Clock routing:
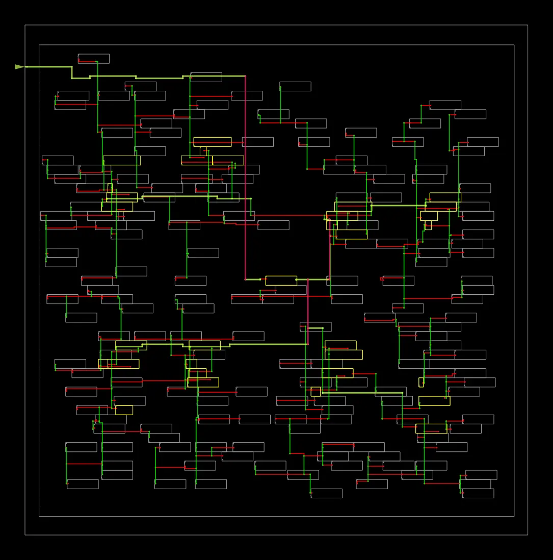
Ports around the boundary:
The bar under the picture is 50 µm long. Pins as bars across the die edge, other pins in grey.
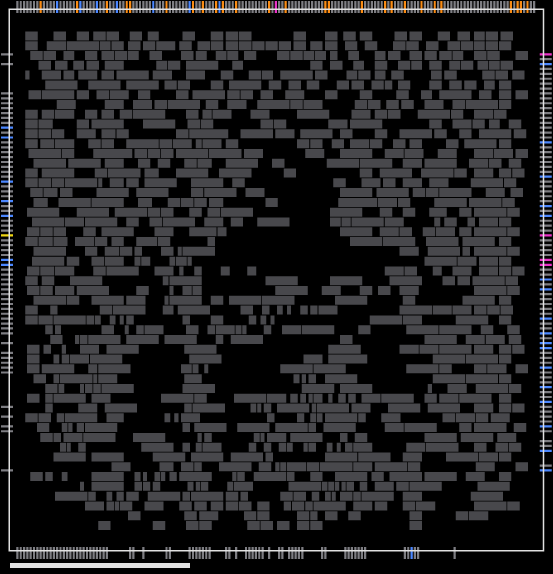
===== src/rtl/mips_pipe_pkg.sv =====
// Shared pipeline definitions for the MEM stage: control-bit indices,
// PC-source encodings and the data-memory access FSM states.
package mips_pipe_pkg;

  localparam int M_BRANCH    = 0;
  localparam int M_MEMREAD   = 1;
  localparam int M_MEMWRITE  = 2;
  localparam int M_JUMP      = 3;
  localparam int M_BRANCHNE  = 4;

  localparam int WB_MEMTOREG = 0;
  localparam int WB_REGWRITE = 1;

  localparam logic [1:0] PC_SRC_SEQ    = 2'b00;
  localparam logic [1:0] PC_SRC_BRANCH = 2'b01;
  localparam logic [1:0] PC_SRC_JUMP   = 2'b10;

  typedef enum logic [1:0] {
    MEM_IDLE   = 2'b00,
    MEM_ACCESS = 2'b01,
    MEM_DONE   = 2'b10
  } mem_state_e;

endpackage


===== src/rtl/mem_stage_if.sv =====
// Data-memory request/ready handshake between the MEM stage (master)
// and the data memory (slave).
interface mem_stage_if #(
  parameter int DW = 32,
  parameter int AW = 32
);
  logic          dmem_req;
  logic          dmem_we;
  logic [AW-1:0] dmem_addr;
  logic [DW-1:0] dmem_wdata;
  logic          dmem_ready;
  logic [DW-1:0] dmem_rdata;

  modport master (
    output dmem_req, dmem_we, dmem_addr, dmem_wdata,
    input  dmem_ready, dmem_rdata
  );

  modport slave (
    input  dmem_req, dmem_we, dmem_addr, dmem_wdata,
    output dmem_ready, dmem_rdata
  );
endinterface


===== src/rtl/mem_wb_reg.sv =====
// MEM/WB pipeline register: loads every clock; a bubble clears the WB
// controls and holds the data fields.
module mem_wb_reg #(
  parameter int DW = 32
) (
  input  logic          clk,
  input  logic          rst,
  input  logic          bubble,
  input  logic [1:0]    wb_d,
  input  logic [4:0]    rd_d,
  input  logic [DW-1:0] result_d,
  input  logic [DW-1:0] mdata_d,
  output logic [1:0]    wb_q,
  output logic [4:0]    rd_q,
  output logic [DW-1:0] result_q,
  output logic [DW-1:0] mdata_q
);

  // Pipeline register update: bubble or full load
  always_ff @(posedge clk or posedge rst) begin
    if (rst) begin
      wb_q     <= 2'b00;
      rd_q     <= 5'd0;
      result_q <= '0;
      mdata_q  <= '0;
    end else if (bubble) begin
      wb_q     <= 2'b00;
    end else begin
      wb_q     <= wb_d;
      rd_q     <= rd_d;
      result_q <= result_d;
      mdata_q  <= mdata_d;
    end
  end

endmodule


===== src/rtl/mem_stage.sv =====
// MEM stage: PC redirect, data-memory handshake FSM, pipeline stall and MEM/WB.
// Optional access timeout enabled by defining MEM_TIMEOUT_EN.
module mem_stage
  import mips_pipe_pkg::*;
#(
  parameter int DW      = 32,
  parameter int AW      = 32,
  parameter int TIMEOUT = 16
) (
  input  logic          clk,
  input  logic          rst,
  input  logic [1:0]    WB_in,
  input  logic [4:0]    M_in,
  input  logic [4:0]    RdAddr_in,
  input  logic [DW-1:0] Result_in,
  input  logic [DW-1:0] RtData_in,
  input  logic [31:0]   b_tgt_in,
  input  logic          zero_in,
  input  logic [31:0]   pc_incr_in,
  input  logic [25:0]   jumpoffset_in,
  mem_stage_if.master   dmem,
  output logic          stall_out,
  output logic [1:0]    pc_src,
  output logic [31:0]   pc_target,
  output logic [1:0]    WB_out,
  output logic [4:0]    RdAddr_out,
  output logic [DW-1:0] Result_out,
  output logic [DW-1:0] MemData_out,
  output logic          mem_err
);

  mem_state_e    state_r, state_next_s;
  logic          req_r, we_r;
  logic [AW-1:0] addr_r;
  logic [DW-1:0] wdata_r, mdata_r;
  logic          memop_s, take_s, timeout_s, abort_s;
  logic [1:0]    wb_d_s;
  logic [DW-1:0] mdata_d_s;

  assign memop_s = M_in[M_MEMREAD] | M_in[M_MEMWRITE];
  assign take_s  = (M_in[M_BRANCH] & zero_in) | (M_in[M_BRANCHNE] & ~zero_in);

`ifdef MEM_TIMEOUT_EN
  localparam int CW = $clog2(TIMEOUT + 1);
  logic [CW-1:0] cnt_r;
  logic          err_r;

  assign timeout_s = (state_r == MEM_ACCESS) & ~dmem.dmem_ready & (cnt_r == CW'(TIMEOUT - 1));
  assign abort_s   = err_r;
  assign mem_err   = err_r;

  // Counts ACCESS cycles without ready; err_r marks the aborted DONE cycle
  always_ff @(posedge clk or posedge rst) begin
    if (rst) begin
      cnt_r <= '0;
      err_r <= 1'b0;
    end else begin
      err_r <= timeout_s;
      if ((state_r == MEM_ACCESS) && !dmem.dmem_ready) begin
        cnt_r <= cnt_r + CW'(1);
      end else begin
        cnt_r <= '0;
      end
    end
  end
`else
  assign timeout_s = 1'b0;
  assign abort_s   = 1'b0;
  assign mem_err   = 1'b0;
`endif

  // PC redirect; only an IDLE stage owns the instruction in EX/MEM
  always_comb begin
    pc_src    = PC_SRC_SEQ;
    pc_target = 32'd0;
    if (state_r != MEM_IDLE) begin
      pc_src    = PC_SRC_SEQ;
      pc_target = 32'd0;
    end else if (M_in[M_JUMP]) begin
      pc_src    = PC_SRC_JUMP;
      pc_target = {pc_incr_in[31:28], jumpoffset_in, 2'b00};
    end else if (take_s) begin
      pc_src    = PC_SRC_BRANCH;
      pc_target = b_tgt_in;
    end else begin
      pc_src    = PC_SRC_SEQ;
      pc_target = 32'd0;
    end
  end

  // Access FSM next-state
  always_comb begin
    state_next_s = state_r;
    case (state_r)
      MEM_IDLE:   state_next_s = memop_s ? MEM_ACCESS : MEM_IDLE;
      MEM_ACCESS: state_next_s = (dmem.dmem_ready | timeout_s) ? MEM_DONE : MEM_ACCESS;
      MEM_DONE:   state_next_s = MEM_IDLE;
      default:    state_next_s = MEM_IDLE;
    endcase
  end

  // FSM state register
  always_ff @(posedge clk or posedge rst) begin
    if (rst) begin
      state_r <= MEM_IDLE;
    end else begin
      state_r <= state_next_s;
    end
  end

  // Request registers latched on entry to ACCESS, read data captured on exit
  always_ff @(posedge clk or posedge rst) begin
    if (rst) begin
      req_r   <= 1'b0;
      we_r    <= 1'b0;
      addr_r  <= '0;
      wdata_r <= '0;
      mdata_r <= '0;
    end else begin
      case (state_r)
        MEM_IDLE: begin
          if (memop_s) begin
            req_r   <= 1'b1;
            we_r    <= M_in[M_MEMWRITE];
            addr_r  <= AW'(Result_in);
            wdata_r <= RtData_in;
          end
        end
        MEM_ACCESS: begin
          if (dmem.dmem_ready) begin
            req_r   <= 1'b0;
            mdata_r <= we_r ? '0 : dmem.dmem_rdata;
          end else if (timeout_s) begin
            req_r   <= 1'b0;
            mdata_r <= '0;
          end
        end
        MEM_DONE: req_r <= 1'b0;
        default:  req_r <= 1'b0;
      endcase
    end
  end

  assign dmem.dmem_req   = req_r;
  assign dmem.dmem_we    = we_r;
  assign dmem.dmem_addr  = addr_r;
  assign dmem.dmem_wdata = wdata_r;

  assign stall_out = ~rst & (((state_r == MEM_IDLE) & memop_s) | (state_r == MEM_ACCESS));
  assign wb_d_s    = ((state_r == MEM_DONE) & abort_s) ? 2'b00 : WB_in;
  assign mdata_d_s = (state_r == MEM_DONE) ? mdata_r : '0;

  mem_wb_reg #(.DW(DW)) u_mem_wb_reg (
    .clk      (clk),
    .rst      (rst),
    .bubble   (stall_out),
    .wb_d     (wb_d_s),
    .rd_d     (RdAddr_in),
    .result_d (Result_in),
    .mdata_d  (mdata_d_s),
    .wb_q     (WB_out),
    .rd_q     (RdAddr_out),
    .result_q (Result_out),
    .mdata_q  (MemData_out)
  );

endmodule


===== src/flat_wrapper.sv =====
// flat-port wrapper written by rule: the top's interface ports become plain ports
module mem_stage_flat import mips_pipe_pkg::*;
#(
  parameter int DW      = 32,
  parameter int AW      = 32,
  parameter int TIMEOUT = 16
)
  (clk, rst, WB_in, M_in, RdAddr_in, Result_in, RtData_in, b_tgt_in, zero_in, pc_incr_in, jumpoffset_in, stall_out, pc_src, pc_target, WB_out, RdAddr_out, Result_out, MemData_out, mem_err, dmem_dmem_req, dmem_dmem_we, dmem_dmem_addr, dmem_dmem_wdata, dmem_dmem_ready, dmem_dmem_rdata);
  mem_stage_if #(.DW(DW), .AW(AW)) dmem_i ();
  input  logic clk;
  input  logic rst;
  input  logic [1:0] WB_in;
  input  logic [4:0] M_in;
  input  logic [4:0] RdAddr_in;
  input  logic [DW-1:0] Result_in;
  input  logic [DW-1:0] RtData_in;
  input  logic [31:0] b_tgt_in;
  input  logic zero_in;
  input  logic [31:0] pc_incr_in;
  input  logic [25:0] jumpoffset_in;
  output logic stall_out;
  output logic [1:0] pc_src;
  output logic [31:0] pc_target;
  output logic [1:0] WB_out;
  output logic [4:0] RdAddr_out;
  output logic [DW-1:0] Result_out;
  output logic [DW-1:0] MemData_out;
  output logic mem_err;
  output wire logic [$bits(dmem_i.dmem_req)-1:0] dmem_dmem_req;
  output wire logic [$bits(dmem_i.dmem_we)-1:0] dmem_dmem_we;
  output wire logic [$bits(dmem_i.dmem_addr)-1:0] dmem_dmem_addr;
  output wire logic [$bits(dmem_i.dmem_wdata)-1:0] dmem_dmem_wdata;
  input wire logic [$bits(dmem_i.dmem_ready)-1:0] dmem_dmem_ready;
  input wire logic [$bits(dmem_i.dmem_rdata)-1:0] dmem_dmem_rdata;
  assign dmem_dmem_req = dmem_i.dmem_req;
  assign dmem_dmem_we = dmem_i.dmem_we;
  assign dmem_dmem_addr = dmem_i.dmem_addr;
  assign dmem_dmem_wdata = dmem_i.dmem_wdata;
  assign dmem_i.dmem_ready = dmem_dmem_ready;
  assign dmem_i.dmem_rdata = dmem_dmem_rdata;
  mem_stage #(.DW(DW), .AW(AW), .TIMEOUT(TIMEOUT)) u_core (.clk(clk), .rst(rst), .WB_in(WB_in), .M_in(M_in), .RdAddr_in(RdAddr_in), .Result_in(Result_in), .RtData_in(RtData_in), .b_tgt_in(b_tgt_in), .zero_in(zero_in), .pc_incr_in(pc_incr_in), .jumpoffset_in(jumpoffset_in), .dmem(dmem_i), .stall_out(stall_out), .pc_src(pc_src), .pc_target(pc_target), .WB_out(WB_out), .RdAddr_out(RdAddr_out), .Result_out(Result_out), .MemData_out(MemData_out), .mem_err(mem_err));
endmodule

===== config.mk =====
export PLATFORM = sky130hd
export DESIGN_NAME = mem_stage_flat
export DESIGN_NICKNAME = d
export VERILOG_FILES = /design/src/rtl/mips_pipe_pkg.sv /design/src/rtl/mem_stage_if.sv /design/src/rtl/mem_wb_reg.sv /design/src/rtl/mem_stage.sv /design/src/flat_wrapper.sv
export SDC_FILE = /design/constraint.sdc
export NUM_CORES = 1
export LEC_CHECK = 0
export CORE_AREA = 4 4 144 146
export DETAILED_ROUTE_END_ITERATION = 16
export DIE_AREA = 0 0 148 150
export PLACE_DENSITY_LB_ADDON = 0.15
export SYNTH_ARGS = -nofsm -noshare
export SYNTH_HDL_FRONTEND = slang
export SYNTH_HIERARCHICAL = 1
export SYNTH_SLANG_ARGS = --single-unit

===== constraint.sdc =====
create_clock -name clk -period 9.8 [get_ports clk]
set_input_delay 1.96 -clock clk [delete_from_list [all_inputs] [get_ports clk]]
set_output_delay 1.96 -clock clk [all_outputs]
set_load 0.05 [all_outputs]

==> results.yml <==
# flow metrics
run_status:
  status: "completed"
finish:
  flop_area_um2: 4280
  nets: 1060
  fin_area_um2: 11800
cts:
  post_cts_buffers: 0
  cts_max_level: 4
  cts_sinks: 171
  tritoncts: "yes"
die:
  design.core.area_um2: 19400
global_route:
  gr-usage-met3_pct: 8.96
  top_usage_layer: "met2"
  gr-total-overflow: 0
logic_synthesis:
  syn_inst: 522
  top_cell_area_share_pct: 55.7
  synth_warnings: 6
  synthAoiAreaFrac_pct: 6.12
final_timing:
  period_used_pct: 63.2
  hold_ws_ns: 0.472
  hold_viol_final: 0
  setup_ws_ns: 3.60
route:
  wl_um: 22900
  met3WireLength_um: 1980
  drc: 0
power_and_ir_drop:
  comb_power_w: 0.00218
  totalPowerFinal_w: 0.00405
  power_density_nw_per_um2: 343
worst_setup_path:
  startpoint: "zero_in"
  path_common_cell: "clkdlybuf4s50_1"
  cp.required_ns: 7.84
  r2r_slack_ns: 6.86
-- 'clock routing' (at the start) --
Layout clock buffers: 22
Worst Skew: 0.00941 ns
Latency at later pin: 0.42 ns
Clk power: 0.000726 W

-- 'ports around the boundary' (at the start) --
colour	port	pins	direction	edge
blue	`Result_out`	32	output	17 east, 7 west, 7 north, 1 south
yellow	`dmem_dmem_ready`	1	input	west
magenta	`RdAddr_out`	5	output	4 east, 1 north
orange	`jumpoffset_in`	26	input	north
all pins by edge	157 north, 83 east, 72 south, 63 west
Die Ht: 150 µm
die span in x: 148 µm
Buffers on Ports: 345

==> area by class of cell <==
cell class,instances,share of cell area (%)
Clock buffer,22,4.01
Clock inverter,10,1.38
Inverter,4,0.159
Multi-Input combinational cell,311,25.7
Sequential cell,171,36.2
Tap cell,265,2.81
Timing Repair Buffer,353,29.7
==> synth_stat cells <==
library cell,number
buf_2,10
nand3b_1,1
and2_1,34
nand2b_1,32
mux2_4,117
buf_12,12
nor2_1,1
o21ai_0,34
nor2b_1,2
a31o_2,1
nand2_1,35
mux2i_1,1
dfrtp_1,171
clkbuf_1,11
o21a_4,1
conb_1,1
inv_1,4
mux2_2,16
nor2_2,1
buf_8,1
and2_0,1
a21oi_1,1
nor4_4,1
buf_4,1
a22o_1,31
buf_6,1
Power figures rest on the tool's default switching activity, not on a simulated workload.
